## src/rtl/pipeline_fifo.sv

```systemverilog
// Pipeline FIFO: a full FIFO accepts an enqueue in the cycle it is dequeued.
// Port ordering within a cycle is deq, then enq, then clear.
module pipeline_fifo #(
    parameter int N     = 32,
    parameter int DEPTH = 4
) (
    input  logic                         clk,
    input  logic                         rst_n,
    input  logic                         enq_valid,
    input  logic [N-1:0]                 enq_data,
    output logic                         enq_ready,
    output logic                         deq_valid,
    output logic [N-1:0]                 deq_data,
    input  logic                         deq_ready,
    input  logic                         clear,
    output logic [$clog2(DEPTH+1)-1:0]   count
);
    localparam int PW = $clog2(DEPTH);
    localparam int CW = $clog2(DEPTH+1);

    // Handshake: a transfer fires on a rising edge where valid && ready are both
    // high; valid never waits on ready, and only enq_ready looks at deq_ready.
    logic [N-1:0]  r_mem [DEPTH];
    logic [PW-1:0] r_hd;
    logic [PW-1:0] r_tl;
    logic [CW-1:0] r_cnt;

    logic w_full;
    logic w_empty;
    logic w_enq_fire;
    logic w_deq_fire;

    function automatic logic [PW-1:0] ptr_next(input logic [PW-1:0] p);
        return (p == PW'(DEPTH-1)) ? '0 : p + 1'b1;
    endfunction

    assign w_full     = (r_cnt == CW'(DEPTH));
    assign w_empty    = (r_cnt == '0);
    assign deq_valid  = !w_empty;
    assign deq_data   = r_mem[r_hd];
    assign count      = r_cnt;
    assign enq_ready  = !w_full || deq_ready;
    assign w_deq_fire = deq_valid && deq_ready;
    assign w_enq_fire = enq_valid && enq_ready;

    always_ff @(posedge clk or negedge rst_n) begin
        if (!rst_n) begin
            r_hd  <= '0;
            r_tl  <= '0;
            r_cnt <= '0;
        end else if (clear) begin
            r_hd  <= '0;
            r_tl  <= '0;
            r_cnt <= '0;
        end else begin
            if (w_deq_fire) r_hd <= ptr_next(r_hd);
            if (w_enq_fire) r_tl <= ptr_next(r_tl);
            case ({w_enq_fire, w_deq_fire})
                2'b10:   r_cnt <= r_cnt + 1'b1;
                2'b01:   r_cnt <= r_cnt - 1'b1;
                default: r_cnt <= r_cnt;
            endcase
        end
    end

    // Clear discards a same-cycle enqueue, so storage is not written then.
    always_ff @(posedge clk or negedge rst_n) begin
        if (!rst_n) begin
            for (int i = 0; i < DEPTH; i++) r_mem[i] <= '0;
        end else if (!clear && w_enq_fire) begin
            r_mem[r_tl] <= enq_data;
        end
    end
endmodule
```

## config.mk

```make
export PLATFORM = sky130hd
export DESIGN_NAME = pipeline_fifo
export DESIGN_NICKNAME = d
export VERILOG_FILES = /design/src/rtl/pipeline_fifo.sv
export SDC_FILE = /design/constraint.sdc
export NUM_CORES = 1
export LEC_CHECK = 0
export CAP_MARGIN = 20
export CORE_MARGIN = 3
export CORE_UTILIZATION = 55
export DETAILED_ROUTE_END_ITERATION = 16
export PLACE_DENSITY = 0.79
export SLEW_MARGIN = 30
export SYNTH_ARGS = -nofsm -noshare
export SYNTH_HDL_FRONTEND = slang
export SYNTH_SLANG_ARGS = --single-unit
```

## constraint.sdc

```tcl
create_clock -name clk -period 3.2 [get_ports clk]
set_input_delay 0.64 -clock clk [delete_from_list [all_inputs] [get_ports clk]]
set_output_delay 0.64 -clock clk [all_outputs]
set_load 0.005 [all_outputs]
```

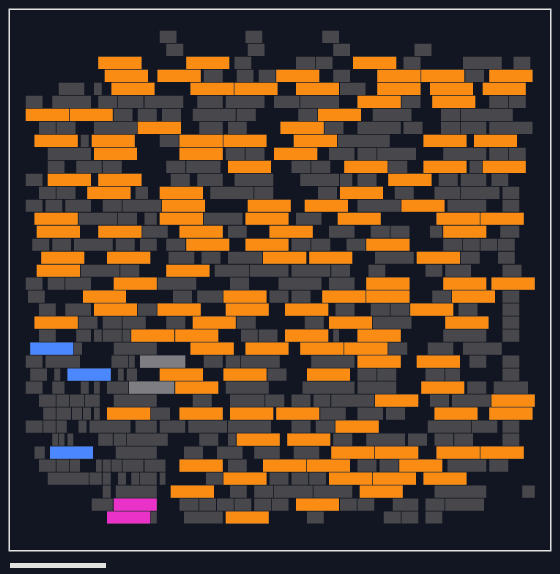
Fig. 1. Where the registers sit.
Scale bar: 20 µm. Other sequential cells in the stronger grey, the rest of the logic in the fainter grey.
r_mem: drawn in orange, flops 128, where all over the die. count: drawn in blue, flops 3. r_tl: drawn in magenta, flops 2.
Another 2 sequential cells are not coloured.

==> run notes <==
run metrics: xor/xnor share 0.278%, Worst Path Arrival approximately 2.3 ns, total die area 12800 µm², First-pass DRT Iterations 4, CTS buffer count 17, Die X-Extent around 110 µm, Power Density 765 nW/µm², status finished clean, startpoint type of the worst setup path flop, DR vias/cell 5.73, GPL Wtd Cong between 0.7 and 0.8, Hold Vio Cnt, Final 0, Tcrit/Tclk final 93.0%, CP endpoint deq_data[31], Area Overhead vs Synth 22.9%, YS chip area around 6300 µm², dominant logic cell types in the final layout 133 x dfrtp_1, 72 x clkdlybuf4s50_1, 66 x mux2_2, setup_tns 0 ns, CP max FO 19, leakage power approximately 3.4 nW, share of layout cells above drive strength 1 between 30% and 40%, FP Core Util 57.2%, adder share 1.31%, ys flops between 100 and 150, Core Box Area 11000 µm², non-filler cells, final roughly 600, # diodes 0, dpl cells roughly 570, Async SR Flop Fraction 100%, Avg Cell Area, Syn 17.1 µm², max_slew headroom 51.3%, Post-CTS Setup Bufs 0, largest net degree at the start of global routing just over 50, Syn Std Cell Area approximately 6300 µm², DPL Wire Length about 7700 µm, most flop-heavy register r_mem, cts hold-fix bufs 0, post-synthesis cell count roughly 370, most numerous logic cell after layout dfrtp_1, Combinational Area between 2000 and 3000 µm², register area share after synthesis between 50 and 60%, Synth Warn # 0, worst-skew pair later-pin latency slightly above 0.4 ns, FF+latch area 3380 µm², tool warning count 29, max FFs per register between 100 and 150, GRT Total Usage about a fifth, R2R Setup Slk approximately 0.57 ns, WS Path Type reg -> out, initial antenna violation count 0, clk buf depth 2, clock slew at reported path FFs around 0.060 ns, mux share approximately 36%, fmax approximately 0.34 GHz, Die H ~110 µm, # clock sinks 135, max-cap viol count 0, Register-to-Register Path Depth 6, Hold Path Class in -> async, R2R Path End count[2]$_DFFE_PN0P_, count of library flops with an enable pin 0, first-pass GRT wire length 20500 µm, Yosys Instances ~370, DRC viols 0, GRT overflow 0, fin nets between 400 and 500, Crit. Startpoint r_hd[0]$_DFFE_PN0P_, RSZ-0062 raised after global routing no, Netlist cell types 33, Dominant Register Cell dfrtp_1, crit path DRT about 2.6 ns, Final setup violation count 0, vias in the first global route 3920, ao+oa area frac ~1.4%, Iter 0 DRT Violations approximately 190
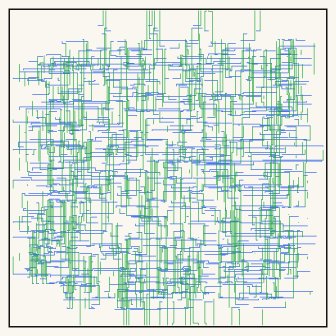
Fig. 2. Routed metal, one colour a layer.
Only two layers are drawn.
met2: drawn in green, wire length 6070 µm. met1: drawn in blue, wire length 5270 µm.
Vias: 3435
DRT Wirelength: 12100 µm

## Yosys cell counts (all sizes together), types with 2 or more instances
cell     count  area (µm²)
a21oi        5        25.0
buf         20         215
clkbuf       5        18.8
dfrtp      135        3380
ha           5        62.6
inv          5        21.3
mux2       128        1550
mux4        32         721
nand2        3        11.3
nand3        3        15.0
nand4b       4        95.1
nor2         4        15.0
o2111ai      2        17.5
o21ai        3        15.0
or3          3        18.8
## worst max-delay path, cell delays in order (launching register included)
cell and delay (ns):
dfrtp_2 0.62, buf_12 0.26, mux4_2 0.56, clkdlybuf4s50_1 0.47
## per-layer routing
| metal | vias to the layer above | share of wire [%] | global-route usage, % |
|---|---|---|---|
| met5 | - | 0 | 0 |
| met4 | 0 | 1.9 | 7.53 |
| met3 | 22 | 4.2 | 6.10 |
| met2 | 73 | 50 | 33.4 |
| met1 | 1806 | 44 | 27.7 |
| li1 | 1534 | - | - |
## layout make-up
type | instances | share of cell area (%)
Sequential cell | 135 | 43.6
Multi-Input combinational cell | 204 | 34.5
Timing Repair Buffer | 83 | 11.2
Clock buffer | 20 | 5.89
Clock inverter | 12 | 2.26
Tap cell | 140 | 2.26
Inverter | 5 | 0.275
## stage by stage
step,power [mW],instance area (µm²),hold slack (ns),util (%),setup WS (ns)
3_3_place_gp,3.82,7120,0.469,64.5,0.388
4_1_cts,5.98,7750,0.276,70.2,0.173
5_1_grt,6.22,7750,0.305,70.2,0.0985
3_5_place_dp,3.90,7120,0.478,64.5,0.349
2_1_floorplan,3.28,6310,0.344,-,0.800
6_report,5.93,7750,0.262,70.2,0.225
## power by group
part,leakage (nW),internal (mW),switching (mW)
logic,1.44,0.992,0.427
registers,1.70,2.18,0.280
clock network,0.302,1.34,0.708
total,3.44,4.51,1.42
Power is estimated from default activity; no workload was simulated.
